Run 1, cells colored by class:
Bar = 20 um. Fill, decap, tap and diode cells in gray.
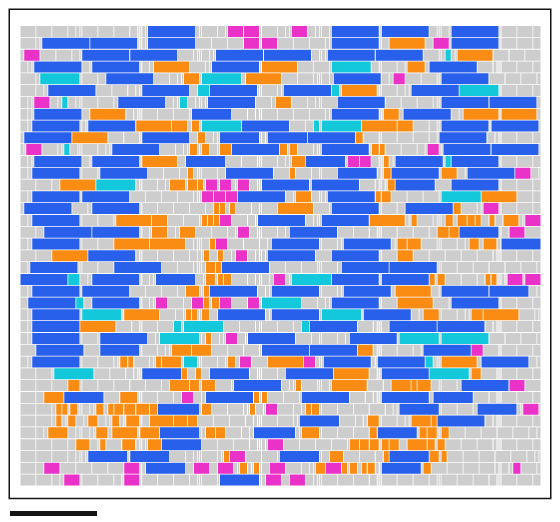
Run 1, where the registers sit:
Bar = 20 um.
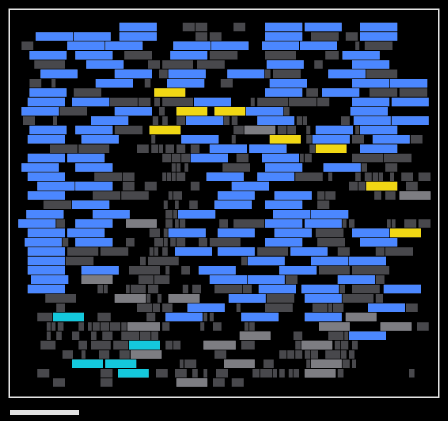
Run 1, routed metal, one color a layer:
Bar = 20 um. Only two layers are drawn.
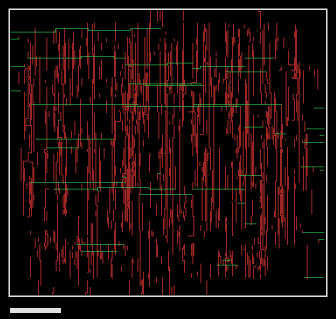
<file path="config.mk">
export PLATFORM = sky130hd
export DESIGN_NAME = uart_tx_feeder
export DESIGN_NICKNAME = d
export VERILOG_FILES = /design/src/rtl/uart_tx_feeder.sv
export SDC_FILE = /design/constraint.sdc
export NUM_CORES = 1
export LEC_CHECK = 0
export ABC_CLOCK_PERIOD_IN_PS = 3800
export CELL_PAD_IN_SITES_DETAIL_PLACEMENT = 0
export CELL_PAD_IN_SITES_GLOBAL_PLACEMENT = 2
export CORE_ASPECT_RATIO = 0.9
export CORE_MARGIN = 2
export CORE_UTILIZATION = 49
export CTS_BUF_LIST = sky130_fd_sc_hd__clkbuf_8 sky130_fd_sc_hd__clkbuf_16
export CTS_CLUSTER_SIZE = 24
export DETAILED_ROUTE_END_ITERATION = 10
export GPL_TIMING_DRIVEN = 1
export PLACE_DENSITY_LB_ADDON = 0.08
export SYNTH_ARGS = -nofsm -noshare
export SYNTH_HDL_FRONTEND = slang
export SYNTH_SLANG_ARGS = --single-unit
</file>
<file path="constraint.sdc">
create_clock -name clk_i -period 3.8 [get_ports clk_i]
set_input_delay 0.76 -clock clk_i [delete_from_list [all_inputs] [get_ports clk_i]]
set_output_delay 0.76 -clock clk_i [all_outputs]
set_load 0.02 [all_outputs]
</file>
<file path="src/rtl/uart_tx_feeder.sv">
// Byte FIFO that feeds uart_tx one word at a time: pulses tx_start, then waits for tx_busy to
// rise and fall before the next launch. Busy-handshake timeouts and dropped writes are sticky.
module uart_tx_feeder #(
    parameter int unsigned DW           = 8,
    parameter int unsigned DEPTH        = 16,
    parameter int unsigned BUSY_TIMEOUT = 4
) (
    input  logic                     clk_i,
    input  logic                     rst_n_i,
    input  logic                     wr_en_i,
    input  logic [DW-1:0]            wr_data_i,
    input  logic                     clr_flags_i,
    output logic                     full_o,
    output logic                     empty_o,
    output logic [$clog2(DEPTH):0]   count_o,
    output logic                     overflow_o,
    output logic                     start_err_o,
    output logic                     tx_start,
    output logic [DW-1:0]            tx_data,
    input  logic                     tx_busy
);

    localparam int unsigned AW = $clog2(DEPTH);
    localparam int unsigned CW = AW + 1;
    localparam int unsigned TW = $clog2(BUSY_TIMEOUT) + 1;
    // The LAUNCH cycle already counts as one timeout cycle, so WAIT_BUSY spends TIMEOUT-1.
    localparam logic [TW-1:0] TimerLast = TW'(BUSY_TIMEOUT - 2);

    typedef enum logic [1:0] {StIdle, StLaunch, StWaitBusy, StWaitDone} state_e;

    state_e          state_q, state_d;
    logic [TW-1:0]   timer_q, timer_d;
    logic [AW-1:0]   wr_ptr_q, wr_ptr_d, rd_ptr_q, rd_ptr_d;
    logic [CW-1:0]   count_q, count_d;
    logic            full_q, full_d, empty_q, empty_d;
    logic            ovf_q, ovf_d, err_q, err_d;
    logic            tx_start_q, tx_start_d;
    logic [DW-1:0]   tx_data_q, tx_data_d;
    logic [DW-1:0]   mem_q [DEPTH];
    logic            push, launch, err_set;

    assign push = wr_en_i && !full_q;

    always_comb begin
        state_d    = state_q;
        timer_d    = timer_q;
        tx_start_d = 1'b0;
        launch     = 1'b0;
        err_set    = 1'b0;
        unique case (state_q)
            StIdle: begin
                if (!empty_q && !tx_busy) begin
                    launch     = 1'b1;
                    tx_start_d = 1'b1;
                    state_d    = StLaunch;
                end
            end
            StLaunch: begin
                timer_d = '0;
                state_d = tx_busy ? StWaitDone : StWaitBusy;
            end
            StWaitBusy: begin
                if (tx_busy) begin
                    state_d = StWaitDone;
                end else if (timer_q == TimerLast) begin
                    err_set = 1'b1;
                    state_d = StIdle;
                end else begin
                    timer_d = timer_q + TW'(1);
                end
            end
            StWaitDone: begin
                if (!tx_busy) state_d = StIdle;
            end
            default: state_d = StIdle;
        endcase
    end

    always_comb begin
        wr_ptr_d  = push ? wr_ptr_q + AW'(1) : wr_ptr_q;
        rd_ptr_d  = launch ? rd_ptr_q + AW'(1) : rd_ptr_q;
        tx_data_d = launch ? mem_q[rd_ptr_q] : tx_data_q;
        count_d   = count_q;
        if (push && !launch) begin
            count_d = count_q + CW'(1);
        end else if (!push && launch) begin
            count_d = count_q - CW'(1);
        end
        full_d  = (count_d == CW'(DEPTH));
        empty_d = (count_d == '0);
        // A set event in the same cycle as a clear keeps the flag.
        ovf_d = (wr_en_i && full_q) ? 1'b1 : (clr_flags_i ? 1'b0 : ovf_q);
        err_d = err_set ? 1'b1 : (clr_flags_i ? 1'b0 : err_q);
    end

    always_ff @(posedge clk_i or negedge rst_n_i) begin
        if (!rst_n_i) begin
            state_q    <= StIdle;
            timer_q    <= '0;
            wr_ptr_q   <= '0;
            rd_ptr_q   <= '0;
            count_q    <= '0;
            full_q     <= 1'b0;
            empty_q    <= 1'b1;
            ovf_q      <= 1'b0;
            err_q      <= 1'b0;
            tx_start_q <= 1'b0;
            tx_data_q  <= '0;
        end else begin
            state_q    <= state_d;
            timer_q    <= timer_d;
            wr_ptr_q   <= wr_ptr_d;
            rd_ptr_q   <= rd_ptr_d;
            count_q    <= count_d;
            full_q     <= full_d;
            empty_q    <= empty_d;
            ovf_q      <= ovf_d;
            err_q      <= err_d;
            tx_start_q <= tx_start_d;
            tx_data_q  <= tx_data_d;
        end
    end

    // Storage needs no reset: pointers and count alone define which entries are valid.
    always_ff @(posedge clk_i) begin
        if (push) mem_q[wr_ptr_q] <= wr_data_i;
    end

    assign full_o      = full_q;
    assign empty_o     = empty_q;
    assign count_o     = count_q;
    assign overflow_o  = ovf_q;
    assign start_err_o = err_q;
    assign tx_start    = tx_start_q;
    assign tx_data     = tx_data_q;

endmodule
</file>
==> flow_summary.json, run 1 <==
{
  "start_kind": "input pin",
  "syn-instance-count": 365,
  "grt_pass1_vias": 3390,
  "lay_top_cells": "edfxtp_1, mux4_2, dfrtp_1, clkdlybuf4s50_1",
  "maxCapViolCount": 0,
  "final.min_clock_period_ns": 2.48,
  "top_cells_by_area": "edfxtp_1, dfrtp_1, mux4_2",
  "cts_resized": 0,
  "syn-num-nets": 387,
  "detail-route-antenna-nets": 0,
  "clock-sinks": 159,
  "cp-end-kind": "flop",
  "top_cell_area_share_pct": 60.1,
  "critical_path.cell_chain": "clkdlybuf4s50_1, or4_4, and3_4, a32oi_1, xnor2_1, nor4b_2",
  "avgSynthCellArea_sq_um": 17.5,
  "dominant_cells": "sequential cells",
  "r2r_cells": 6,
  "ys.flops": 159,
  "status": "complete, no violations",
  "leakage_nw": 2.64,
  "synthSimpleGateAreaFrac_pct": 5.73,
  "yosysTopAreaCell": "edfxtp_1",
  "placed_cell_area_sq_mm": 0.00700,
  "finalCritPeriodShare_pct": 65.4,
  "rsz0062_at_grt": "no",
  "clockRootBuffer": "clkbuf_16",
  "xor_area_share_pct": 1.37,
  "fin_ws_ns": 1.32,
  "aoi_share_pct": 3.87,
  "crit_required_ns": 4.13,
  "fp.dieW_um": 124,
  "ys_cells": 365,
  "reg2reg_slack_ns": 1.51,
  "final_cells": 598,
  "cts_hold_buf": 0,
  "fin_total_pwr_mw": 5.50,
  "layout-drive-gt1-share_pct": 21.2,
  "cpMaxStageDelayCell": "or4_4",
  "grt_pass1_wl_um": 20100,
  "logic_gates": 178,
  "cp.arrival_ns": 2.81,
  "reg2reg_to": "tx_data[2]$_DFFE_PN0P_",
  "drt_iter0_drc": 336,
  "tapCellCount": 164,
  "clkCellAreaFrac_pct": 7.01,
  "vdd_ir_drop_max_mv": 0.467,
  "nClkBuffers": 17,
  "whs_ns": 0.417,
  "num_antenna_cells": 0,
  "netlist_top_cells_count": "edfxtp_1, dfrtp_1, mux4_2",
  "yosysUniqueCellTypes": 41,
  "port_buffers": 30,
  "hold_violations": 0,
  "fin_area_sq_mm": 0.00753,
  "cts_tree": "done",
  "gp_congestion": 0.749,
  "crit_type": "in2reg",
  "synth.cell_area_sq_mm": 0.00640,
  "setup_viol": 0,
  "post_cts_buffers": 0,
  "startpoint": "tx_busy"
}
## Picture notes: 'cells colored by class'
class	color	cells
remaining logic cells	orange	188
sequential cells	blue	159
clock drivers and dummy loads	cyan	32
remaining buffers and delay cells	magenta	55
final core occ: 59.1%
flop share of the area: 61.4%
# rows: 39
core area: 0.0127 sq mm

## Picture notes: 'where the registers sit'
name in the netlist	color	placed flops
tx_data	yellow	8
mem_q	blue	128
count_o	cyan	5
Register Area: 0.00462 sq mm
Flop+latch power: 2.47 mW

## Picture notes: 'routed metal, one color a layer'
layer	color	wire length
M2	red	5900 um
M3	green	654 um
Tot GR Track Use: 19.9%
Post-Route WL: 12700 um
total number of vias: 3277

run 1: flip-flops by register name (all words and copies together), names as in the netlist:
name and cells:
wr_ptr_q 4, timer_q 3, rd_ptr_q 4, state_q 2
full_o 1, tx_start 1, empty_o 1, overflow_o 1
tx_data 8, count_o 5, start_err_o 1, mem_q 128
run 1: routing by layer:
layer | track usage, % | vias to the layer above | wire, um
li1 | - | 1532 | -
met1 | 28.6 | 1667 | 6020
met2 | 29.9 | 68 | 5900
met3 | 5.53 | 10 | 653
met4 | 6.59 | 0 | 149
met5 | 0 | - | 0
run 1: report_power, final:
part,total [mW],switching [mW],internal [mW]
Clock,1.52,0.641,0.881
Combinational,1.51,0.751,0.764
Sequential,2.47,0.296,2.17
--- run 2 (diff from run 1) ---
Settings changed: ABC_CLOCK_PERIOD_IN_PS 3800 to 2400, CORE_UTILIZATION 49 to 45.
Clock period 3.8 ns to 2.4 ns, I/O delays scaled along.
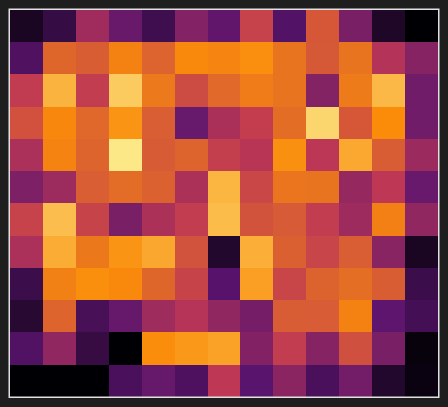
Run 2: local utilization
13 x 12 tiles, from black (low) to pale yellow (high), 0 to 100% covered.
fullest tile	95%
nearly empty tiles	3.2%
emptiest ninth of the die	south-west
mean over tiles	50%
core area: 0.0140 sq mm
final core occ: 55.6%
Init Core Util: 45.9%

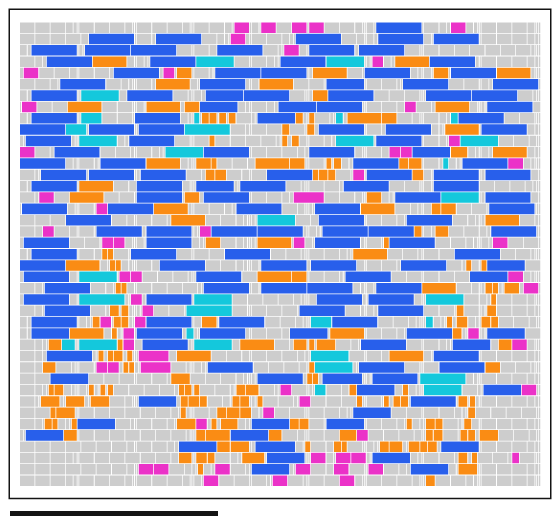
Run 2: cells colored by class
Bar = 50 um. Fill, decap, tap and diode cells in gray.
class	color	cells
clock drivers and dummy loads	cyan	32
sequential cells	blue	159
remaining logic cells	orange	188
remaining buffers and delay cells	magenta	62
# rows: 41
flop share of the area: 59.6%

==> run 2 against run 1 <==
Effect of this change:
- highest routed layer unchanged
- total power grew 68%
- routed wire length grew 5.0%
- clock power grew 88%
- via count grew 3.2%
- die area grew 8.6%
- sequential power grew 56%
- clock skew is essentially flat
- area after synthesis is the same
- final cell count grew 6.0%
- synthesized cell count is the same
- worst hold slack lost 0.27 ns
- combinational power grew 69%
==> flow_summary.json, run 2 <==
{
  "maxCapViolCount": 0,
  "p_int_mw": 6.51,
  "crit_required_ns": 2.69,
  "top_usage_layer": "met2",
  "cts_hold_buf": 0,
  "wl_met2_um": 6360,
  "status": "complete, no violations",
  "post_cts_buffers": 0,
  "fin_total_pwr_mw": 9.25,
  "start_kind": "flop",
  "drt_iter0_drc": 304,
  "num_antenna_cells": 0,
  "routed.top_layer": "met4",
  "routed_wl_um": 13400,
  "startpoint": "rd_ptr_q[2]$_DFFE_PN0P_",
  "finalCritPeriodShare_pct": 86.3,
  "p_seq_mw": 3.85,
  "fp.dieW_um": 130,
  "lay_top_cells": "edfxtp_1, mux4_2, dfrtp_1, clkdlybuf4s50_1, buf_4",
  "grt_pass1_vias": 3383,
  "cts_resized": 0,
  "ys_cells": 365,
  "crit_type": "reg2reg",
  "switchingPower_mw": 2.73,
  "critical_path.cell_chain": "buf_4, buf_4, mux4_2, mux2i_1, o21ai_0",
  "setup_viol": 0,
  "top_register": "mem_q",
  "r2r_cells": 5,
  "route.met3.wl_um": 723,
  "cts_tree": "done",
  "rsz0062_at_grt": "no",
  "pg_clk_mw": 2.85,
  "yosysTopAreaCell": "edfxtp_1",
  "largest_reg_flops": 128,
  "cp-end-kind": "flop",
  "cpMaxStageDelayCell": "dfrtp_1",
  "cp.arrival_ns": 2.36,
  "syn-num-nets": 387,
  "pg_comb_mw": 2.55,
  "clockRootBuffer": "clkbuf_16",
  "leakage_nw": 2.73,
  "vias": 3383,
  "syn-instance-count": 365,
  "comb_power_share_pct": 27.6,
  "track_usage_pct": 19.4,
  "avgSynthCellArea_sq_um": 17.5,
  "gp_congestion": 0.734
}
## run 2: cell counts after synthesis
Identical to the previous run, type by type.
## run 2: final cells by class
type                            instances  share of cell area [%]
Sequential cell                       159                    59.6
Multi-Input combinational cell        178                    21.3
Timing Repair Buffer                   62                    7.39
Clock buffer                           20                    6.02
Tap cell                              193                    3.11
Clock inverter                         12                    2.11
Inverter                               10                   0.484
## run 2: kinds of logic (layout without fill, tap and decap cells)
kind of cell               count (synthesis)  in the layout  share of synthesized area, %
AOI/OAI and AO/OA                         41             41                          3.87
xor gates and xnor gates                  10             10                          1.37
adders and majority gates                  9              9                          1.76
buffers and inverters                     28            104                          1.97
DFF                                      159            159                          72.2
muxes                                     46             46                          13.1
and+or+nand+nor                           72             72                          5.73
--- run 3 (diff from run 2) ---
Settings changed: GPL_ROUTABILITY_DRIVEN from default to 0.
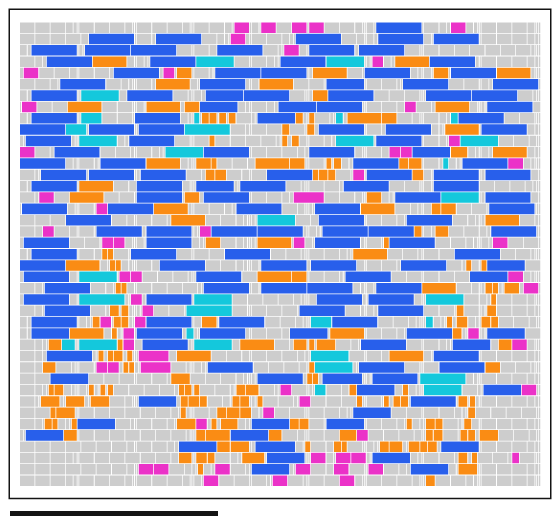
Run 3: cells colored by class
Bar = 50 um. Fill, decap, tap and diode cells in gray.
class	color	cells
clock drivers and dummy loads	cyan	32
remaining buffers and delay cells	magenta	62
remaining logic cells	orange	188
sequential cells	blue	159
Final Instance Area: 0.00776 sq mm

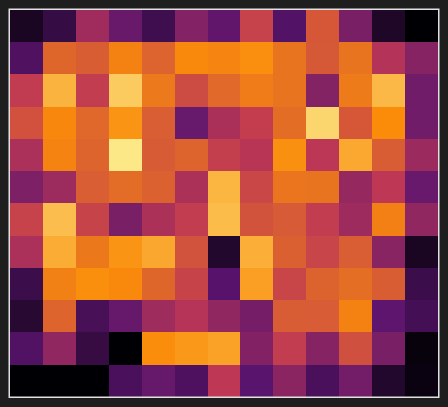
Run 3: local utilization
13 x 12 tiles, from black (low) to pale yellow (high), 0 to 100% covered.
fullest tile	95%
mean over tiles	50%
emptiest ninth of the die	south-west
tiles over 75% full	14%

==> run 3 against run 2 <==
Effect of this change:
- synthesized cell count did not move
- clock skew stayed put
- routed wire length stayed put
- via count did not move
- critical endpoint unchanged
- design area unchanged
- highest routed layer unchanged
- fmax unchanged
- combinational power is essentially flat
- largest power group unchanged
- clock power barely moved
==> flow_summary.json, run 3 <==
{
  "final.min_clock_period_ns": 2.07,
  "fin_ws_ns": 0.329,
  "largest_reg_flops": 128,
  "avgSynthCellArea_sq_um": 17.5,
  "grt_pass1_vias": 3383,
  "setup_viol": 0,
  "coreArea_sq_mm": 0.0140,
  "reg2reg_to": "tx_data[6]$_DFFE_PN0P_",
  "top_register": "mem_q",
  "netlist_top_cells_count": "edfxtp_1, dfrtp_1, mux4_2",
  "rsz0062_at_grt": "no",
  "cts_hold_buf": 0,
  "comb_area_share_pct": 21.3,
  "synth.cell_area_sq_mm": 0.00640,
  "mux_share_pct": 13.1,
  "synthTopLogicFamily": "multiplexers",
  "finalCritPeriodShare_pct": 86.3,
  "clkCellAreaFrac_pct": 8.13,
  "startpoint": "rd_ptr_q[2]$_DFFE_PN0P_",
  "crit_type": "reg2reg",
  "routed_wl_um": 13400,
  "nNetsFinal": 450,
  "cp.arrival_ns": 2.36,
  "route.met3.wl_um": 723,
  "placed_cell_area_sq_mm": 0.00713,
  "aoi_share_pct": 3.87,
  "clock-sinks": 159,
  "yosysUniqueCellTypes": 41,
  "detail-route-antenna-nets": 0,
  "top_cells_by_area": "edfxtp_1, dfrtp_1, mux4_2",
  "maxCapViolCount": 0,
  "dominant_cells": "sequential cells",
  "clockRootBuffer": "clkbuf_16",
  "track_usage_pct": 19.4,
  "lay_top_cells": "edfxtp_1, mux4_2, dfrtp_1, clkdlybuf4s50_1, buf_4",
  "post_cts_buffers": 0,
  "final_util_pct": 55.6,
  "synthAdderAreaFrac_pct": 1.76,
  "status": "complete, no violations",
  "fp.dieW_um": 130,
  "start_kind": "flop",
  "wl_met1_um": 6070,
  "cts_resized": 0,
  "fp_util_pct": 45.9,
  "r2r_cells": 5,
  "n_all_inverters": 10,
  "drt_iter0_drc": 304,
  "sh_seq_area_pct": 59.6,
  "top_usage_layer": "met2",
  "synthSimpleGateAreaFrac_pct": 5.73,
  "signal_buffer_area_fraction_pct": 7.39,
  "final_cells": 634,
  "logic_gates": 178,
  "syn-num-nets": 387,
  "cp-end-kind": "flop",
  "top_cell_area_share_pct": 60.1,
  "met3_usage_pct": 5.00,
  "critical_path.cell_chain": "buf_4, buf_4, mux4_2, mux2i_1, o21ai_0",
  "routed.top_layer": "met4",
  "layout-drive-gt1-share_pct": 23.1,
  "cpMaxStageDelayCell": "dfrtp_1",
  "cpPeakStageDelay_ns": 0.87,
  "signal_buffers": 62,
  "reg2reg_slack_ns": 0.33,
  "rows": 41,
  "ys.flops": 159,
  "grt_pass1_wl_um": 20500,
  "ys_cells": 365,
  "vdd_ir_drop_max_mv": 0.667,
  "port_buffers": 30,
  "xor_area_share_pct": 1.37,
  "ff_count": 159,
  "tapCellCount": 193,
  "leakage_nw": 2.73,
  "hold_violations": 0,
  "crit_required_ns": 2.69,
  "num_antenna_cells": 0,
  "vias": 3383,
  "cts_tree": "done"
}
## run 3: cell counts after synthesis
Identical to the previous run, type by type.
## run 3: where the power goes
part / internal, mW / total, mW / switching, mW
sequential: 3.43 / 3.85 / 0.414
clock: 1.81 / 2.85 / 1.04
combinational: 1.27 / 2.55 / 1.28
total: 6.51 / 9.25 / 2.73
## run 3: stage by stage
stage | setup TNS (ns) | power [mW] | hold WS [ns]
after global placement | 0 | 6.48 | 0.479
after global routing | 0 | 9.72 | 0.187
after detailed placement | -0.0296 | 6.50 | 0.471
final | 0 | 9.25 | 0.143
after floorplan | 0 | 5.48 | 0.184
after CTS | 0 | 9.36 | 0.159
Power is estimated from default activity; no workload was simulated.
